--- src/rtl/shapool_pkg.sv ---
// Shared types and constants for the SHA pool job controller.
package shapool_pkg;

  typedef enum logic [1:0] {
    ST_IDLE   = 2'd0,
    ST_LOAD   = 2'd1,
    ST_RUN    = 2'd2,
    ST_REPORT = 2'd3
  } state_t;

  // Last value of the 6-bit phase counter before it wraps to 0.
  localparam logic [5:0] PHASE_LAST = 6'd63;
  // Number of phase wraps needed before the pipeline delivers real results.
  localparam logic [1:0] FILL_DONE  = 2'd2;

  // One job record. nonce_count is carried at full 32-bit width so the
  // record type does not depend on the pool size parameter.
  typedef struct packed {
    logic [255:0] sha_state;
    logic [95:0]  message_head;
    logic [15:0]  difficulty_bm;
    logic [7:0]   nonce_start_MSB;
    logic [31:0]  nonce_count;
  } job_t;

  // A zero count is illegal; treat it as a single pool iteration.
  function automatic logic [31:0] effective_count(input logic [31:0] count);
    return (count == 32'd0) ? 32'd1 : count;
  endfunction

endpackage

--- src/rtl/shapool_job_slot.sv ---
// Single job-record register with load / clear / valid.
// Used for the active job and, when queuing is built in, for the shadow job.
module shapool_job_slot
  import shapool_pkg::*;
(
  input  logic clk,
  input  logic reset_n,
  input  logic load,
  input  logic clear,
  input  job_t job_in,
  output job_t job,
  output logic valid
);

  // Capture a job on load; clear only drops the valid flag.
  // NOTE: the payload is a plain register bank, not a RAM, so it can and
  // does take the asynchronous reset; the pool outputs read zero after reset.
  always_ff @(posedge clk or negedge reset_n) begin
    if (!reset_n) begin
      job   <= '0;
      valid <= 1'b0;
    end else if (load) begin
      job   <= job_in;
      valid <= 1'b1;
    end else if (clear) begin
      valid <= 1'b0;
    end
  end

endmodule

--- src/rtl/shapool_job_ctrl.sv ---
// Job controller for a pool of SHA-256 hashing units.
// Accepts a job, holds the pool in reset while loading, runs it for the
// requested number of pool iterations, and reports either a match or
// exhaustion. Optional build macro SHAPOOL_JOB_CTRL_QUEUE_EN adds a
// one-entry shadow job slot so the next job can be accepted at any time.
module shapool_job_ctrl
  import shapool_pkg::*;
#(
  parameter  int POOL_SIZE_LOG2 = 1,
  parameter  int NONCE_LAG      = 2,
  localparam int NONCE_WIDTH    = 32 - POOL_SIZE_LOG2
) (
  input  logic                   clk,
  input  logic                   reset_n,

  input  logic                   job_valid,
  output logic                   job_ready,
  input  logic [255:0]           job_sha_state,
  input  logic [95:0]            job_message_head,
  input  logic [15:0]            job_difficulty_bm,
  input  logic [7:0]             job_nonce_start_MSB,
  input  logic [NONCE_WIDTH-1:0] job_nonce_count,
  input  logic                   job_abort,

  output logic                   pool_reset_n,
  output logic [255:0]           pool_sha_state,
  output logic [95:0]            pool_message_head,
  output logic [15:0]            pool_difficulty_bm,
  output logic [7:0]             pool_nonce_start_MSB,
  input  logic                   pool_success,
  input  logic [NONCE_WIDTH-1:0] pool_nonce,

  output logic                   result_valid,
  input  logic                   result_ready,
  output logic                   result_found,
  output logic [NONCE_WIDTH-1:0] result_nonce
);

  state_t               state;
  state_t               state_next;

  job_t                 job_in;
  job_t                 act_job;
  job_t                 act_din;
  logic                 act_valid;
  logic                 act_load;
  logic                 act_clear;
  logic                 job_hs;

  logic [5:0]           phase;
  logic [1:0]           fill;
  logic [NONCE_WIDTH:0] hashes_done;
  logic [NONCE_WIDTH:0] hashes_inc;

  logic                 check_cycle;
  logic                 exhausted;
  logic                 finish;
  logic                 abort_now;
  logic                 leave;
  logic [NONCE_WIDTH-1:0] lagged_nonce;

  assign job_in = {job_sha_state, job_message_head, job_difficulty_bm,
                   job_nonce_start_MSB, 32'(job_nonce_count)};

  // Pool results are only meaningful once the pipeline has filled twice.
  assign check_cycle  = (state == ST_RUN) && act_valid &&
                        (phase == 6'd0) && (fill == FILL_DONE);
  assign hashes_inc   = hashes_done + 1'b1;
  assign exhausted    = 33'(hashes_inc) >= 33'(effective_count(act_job.nonce_count));
  assign finish       = check_cycle && (pool_success || exhausted);
  assign lagged_nonce = pool_nonce - NONCE_WIDTH'(NONCE_LAG);

  assign abort_now    = job_abort && ((state == ST_LOAD) || (state == ST_RUN));
  assign leave        = abort_now || ((state == ST_REPORT) && result_ready);

`ifdef SHAPOOL_JOB_CTRL_QUEUE_EN
  job_t sh_job;
  logic sh_valid;
  logic sh_load;
  logic promote;
  logic direct;

  // A job goes straight to the active slot when nothing is running (or the
  // running job is leaving with no shadow waiting); otherwise it is parked.
  assign job_hs   = job_valid && !sh_valid;
  assign promote  = leave && sh_valid;
  assign direct   = job_hs && ((state == ST_IDLE) || (leave && !sh_valid));
  assign sh_load  = job_hs && !direct;
  assign act_load = promote || direct;
  assign act_din  = promote ? sh_job : job_in;

  shapool_job_slot u_shadow_slot (
    .clk    (clk),
    .reset_n(reset_n),
    .load   (sh_load),
    .clear  (promote),
    .job_in (job_in),
    .job    (sh_job),
    .valid  (sh_valid)
  );
`else
  assign job_hs   = job_valid && (state == ST_IDLE);
  assign act_load = job_hs;
  assign act_din  = job_in;
`endif

  assign act_clear = leave && !act_load;

  shapool_job_slot u_active_slot (
    .clk    (clk),
    .reset_n(reset_n),
    .load   (act_load),
    .clear  (act_clear),
    .job_in (act_din),
    .job    (act_job),
    .valid  (act_valid)
  );

  assign pool_sha_state       = act_job.sha_state;
  assign pool_message_head    = act_job.message_head;
  assign pool_difficulty_bm   = act_job.difficulty_bm;
  assign pool_nonce_start_MSB = act_job.nonce_start_MSB;

  // State register.
  // NOTE: sequential state uses non-blocking assignments so every register
  // samples the pre-edge values regardless of block ordering.
  always_ff @(posedge clk or negedge reset_n) begin
    if (!reset_n) state <= ST_IDLE;
    else          state <= state_next;
  end

  // Next-state decode.
  // NOTE: every combinational output gets a default first so no path can
  // leave it unassigned and infer a latch.
  always_comb begin
    state_next = state;
    case (state)
      ST_IDLE: begin
        if (act_load) state_next = ST_LOAD;
      end
      ST_LOAD: begin
        if (abort_now) state_next = act_load ? ST_LOAD : ST_IDLE;
        else           state_next = ST_RUN;
      end
      ST_RUN: begin
        if (abort_now)   state_next = act_load ? ST_LOAD : ST_IDLE;
        else if (finish) state_next = ST_REPORT;
      end
      ST_REPORT: begin
        if (result_ready) state_next = act_load ? ST_LOAD : ST_IDLE;
      end
      default: state_next = ST_IDLE;
    endcase
  end

  // Moore outputs; the pool runs only in RUN.
  always_comb begin
    pool_reset_n = (state == ST_RUN);
    result_valid = (state == ST_REPORT);
`ifdef SHAPOOL_JOB_CTRL_QUEUE_EN
    job_ready    = !sh_valid;
`else
    job_ready    = (state == ST_IDLE);
`endif
  end

  // Phase / fill / iteration counters, restarted for every loaded job.
  always_ff @(posedge clk or negedge reset_n) begin
    if (!reset_n) begin
      phase       <= '0;
      fill        <= '0;
      hashes_done <= '0;
    end else if (state == ST_LOAD) begin
      phase       <= '0;
      fill        <= '0;
      hashes_done <= '0;
    end else if (state == ST_RUN) begin
      phase <= phase + 6'd1;
      if ((phase == PHASE_LAST) && (fill != FILL_DONE)) fill <= fill + 2'd1;
      if (check_cycle) hashes_done <= hashes_inc;
    end
  end

  // Result capture on the finishing check cycle; held through REPORT.
  always_ff @(posedge clk or negedge reset_n) begin
    if (!reset_n) begin
      result_found <= 1'b0;
      result_nonce <= '0;
    end else if (finish && !abort_now) begin
      result_found <= pool_success;
      result_nonce <= pool_success ? lagged_nonce : '0;
    end else if ((state == ST_REPORT) && result_ready) begin
      result_found <= 1'b0;
      result_nonce <= '0;
    end
  end

endmodule

--- config.mk ---
export PLATFORM = sky130hd
export DESIGN_NAME = shapool_job_ctrl
export DESIGN_NICKNAME = d
export VERILOG_FILES = /design/src/rtl/shapool_pkg.sv /design/src/rtl/shapool_job_slot.sv /design/src/rtl/shapool_job_ctrl.sv
export SDC_FILE = /design/constraint.sdc
export NUM_CORES = 1
export LEC_CHECK = 0
export CAP_MARGIN = 20
export CORE_AREA = 2 2 336 338
export CTS_BUF_LIST = sky130_fd_sc_hd__clkbuf_4
export DETAILED_ROUTE_END_ITERATION = 10
export DIE_AREA = 0 0 338 340
export GPL_TIMING_DRIVEN = 0
export PLACE_DENSITY = 0.52
export SETUP_SLACK_MARGIN = 0.5
export SLEW_MARGIN = 10
export SYNTH_ARGS = -nofsm -noshare
export SYNTH_HDL_FRONTEND = slang
export SYNTH_SLANG_ARGS = --single-unit
export TNS_END_PERCENT = 5
--- constraint.sdc ---
create_clock -name clk -period 9.9 [get_ports clk]
set_input_delay 1.98 -clock clk [delete_from_list [all_inputs] [get_ports clk]]
set_output_delay 1.98 -clock clk [all_outputs]
set_load 0.01 [all_outputs]
Figure 1. Zoomed window.
Window x 154 to 184, y 87 to 117 um. Cells in grey, sequential cells in the stronger grey; small squares are vias.
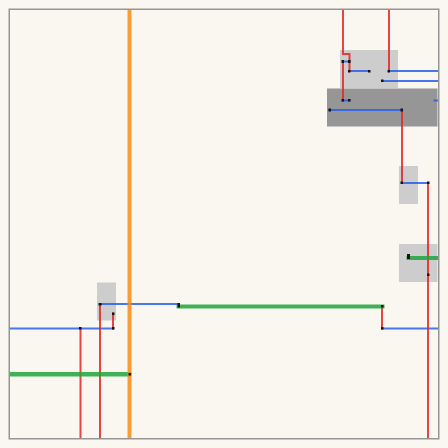
- red: metal 2
- blue: metal 1
- orange: metal 4
- green: metal 3
- cells with their middle in the window: 5
- sequential cells in the window: 1
- netlist names of flops here include: u_active_slot.job (1)

Figure 2. Wiring heat map.
Drawn at 1 px/um. The die is cut into 34 by 34 equal tiles; white is low, dark blue is high, scaled to the fullest tile. Values are wire area over tile area, all layers added.
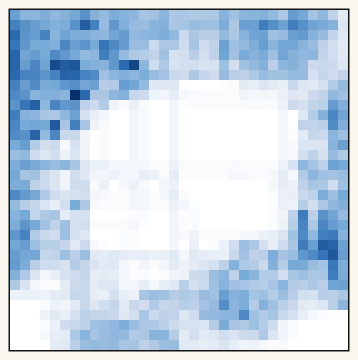
- emptiest ninth of the die: centre
- tiles over half the peak: 14%
- fullest tile: 0.53

Figure 3. Gate-type map.
Drawn at 1.5 px/um.
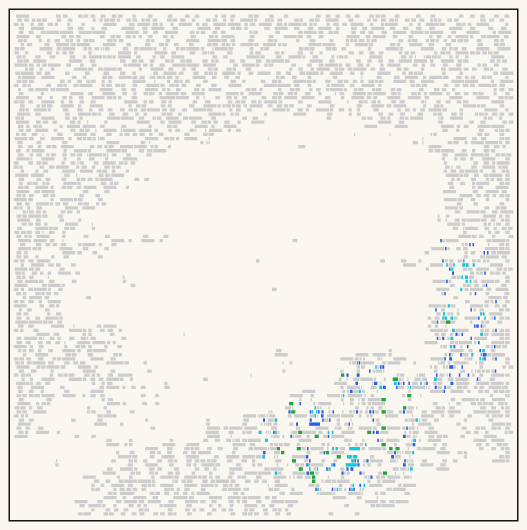
- blue: NAND gates (cells 123)
- cyan: NOR gates (cells 72)
- green: AND-OR and OR-AND gates (cells 27)

Figure 4. Congestion heat map.
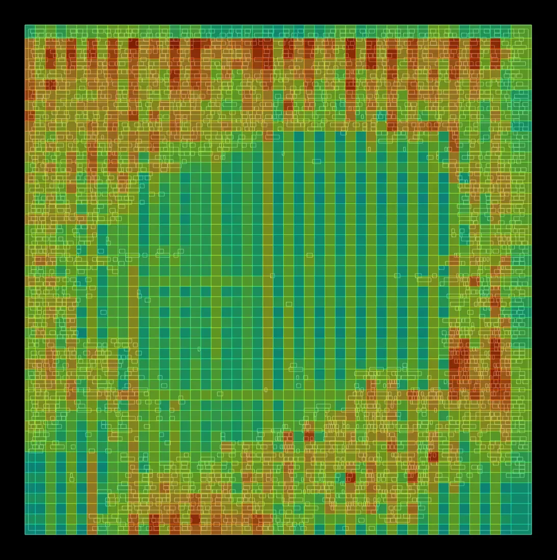
DR WL/cell: 20.12 um
gr usage total: 15.27%
busiest grt layer: met2

==> qor.yml <==
post_cts_resized: 0
port_buffers: 854
whs_ns: 0.4929
wl_met1_um: 34160
hold_path.class: "register to register"
numSynthFlops: 482
antenna_found_initial: 44
synth_seq_share_pct: 52.42
path_delay_family: "simple AND/OR/NAND/NOR gates"
fin_worst_skew_ns: 0.05802
slew_headroom_pct: 29.66
clkPwrFrac_pct: 18.3
synth.cellmix.xorXnorShare_pct: 2.240
htreeDepth: 4
rows: 123
wl_met2_um: 44060
die-width_um: 338
reg_top3: "u_active_slot.job (407), hashes_done (32), result_nonce (31)"
grt_max_degree: 85
fin_nets: 3345
dr.pass1.iters: 4
ys_cells: 1844
fmaxAchievable_ghz: 0.2026
fin_util_pct: 31.74
synthCells: 1844
status: "complete, no violations"
critPathMaxFanout: 10
path_buffers: 2
warnings: 31
regArea_sq_mm: 0.01206
vdd_drop_max_mv: 0.1513
hpwlAfterDp_um: 72090
routed_wl_um: 89690
yosysTopAreaCell: "dfrtp_1"
path_class: "register to register"
coreArea_sq_mm: 0.1116
postCtsSetupBuffers: 0
mux_area_share_pct: 20.18
switching_share_pct: 32.56
ys.flop_type: "dfrtp_1"
lay_top_count: "clkdlybuf4s50_1"
area_growth_pct: 53.92
top_register: "u_active_slot.job"
cp-end-kind: "register"
pwr_density_cell_mw_per_mm2: 298.1
fin_area_sq_mm: 0.03542
place_congestion: 0.8325
cts_buffer_depth: 3
grt-ovfl-total: 0
ys_sh_adder_pct: 2.175
finalCriticalPeriod_ns: 4.935
cts_tree: "yes"
cts_inserted_buffers: 153
drt-initial-drc-count: 539
met3_length_um: 8766
finalHoldViolCount: 0
logic_area_sq_mm: 0.007685
cp_slowest_cell: "a211oi_1"
tightest_slew_ns: 1.055
route.vias.total: 17496
setup_tns_ns: 0
drive_above_1_share_pct: 35.05
simple_gate_share_pct: 5.128
syn_area_sq_mm: 0.02301
num-fill-cells: 11585
setup_viol: 0
grt_util_met1_pct: 16.83
synth.logic.top_family: "multiplexers"
yosys_warnings: 0
lay_top_cells: "clkdlybuf4s50_1, dfrtp_1, mux2_2"
grt_first_pass_wirelength_um: 126400
fin_cells: 4458
yosys_area_sq_mm: 0.02301
p_seq_share_pct: 31.5
cp-start-kind: "register"
globalRouteMet3Util_pct: 6.888
cp_slowest_stage_delay_ns: 0.69
yosys-top-cells-count: "dfrtp_1, mux2_2, buf_4, nand2_1, clkbuf_1"
initial_core_util_pct: 20.62
internal_power_mw: 7.120
async_reset_ff_share_pct: 100.0
rsz0062_at_grt: "false"
final_max_slew_viol_count: 0
die_area_sq_mm: 0.1149
place_inst: 4206
cts-root-buf: "clkbuf_4"
insertion_delay_ns: 1.04
[area by class of cell]
class                      count  area share (%)
multi-input combinational    870           21.70
sequential                   482           34.05
clock buffer                 205           4.345
timing repair buffer         862           24.69
antenna                       14         0.09891
clock inverter                33          0.5970
buffer                       448           8.754
tap                         1500           5.299
inverter                      44          0.4663
[path summary, 6_finish.rpt]
path,cells after the start,to,slack (ns),startpoint
max in group asynchronous,4,u_active_slot.job[227],7.38,reset_n
hold / removal,1,fill[0],0.49,fill[0]
hold reg to reg,1,fill[0],0.49,fill[0]
setup reg to reg,14,result_nonce[15],4.96,hashes_done[9]
setup / recovery,14,result_nonce[15],4.96,hashes_done[9]
min in group asynchronous,1,u_active_slot.job[89],0.90,reset_n
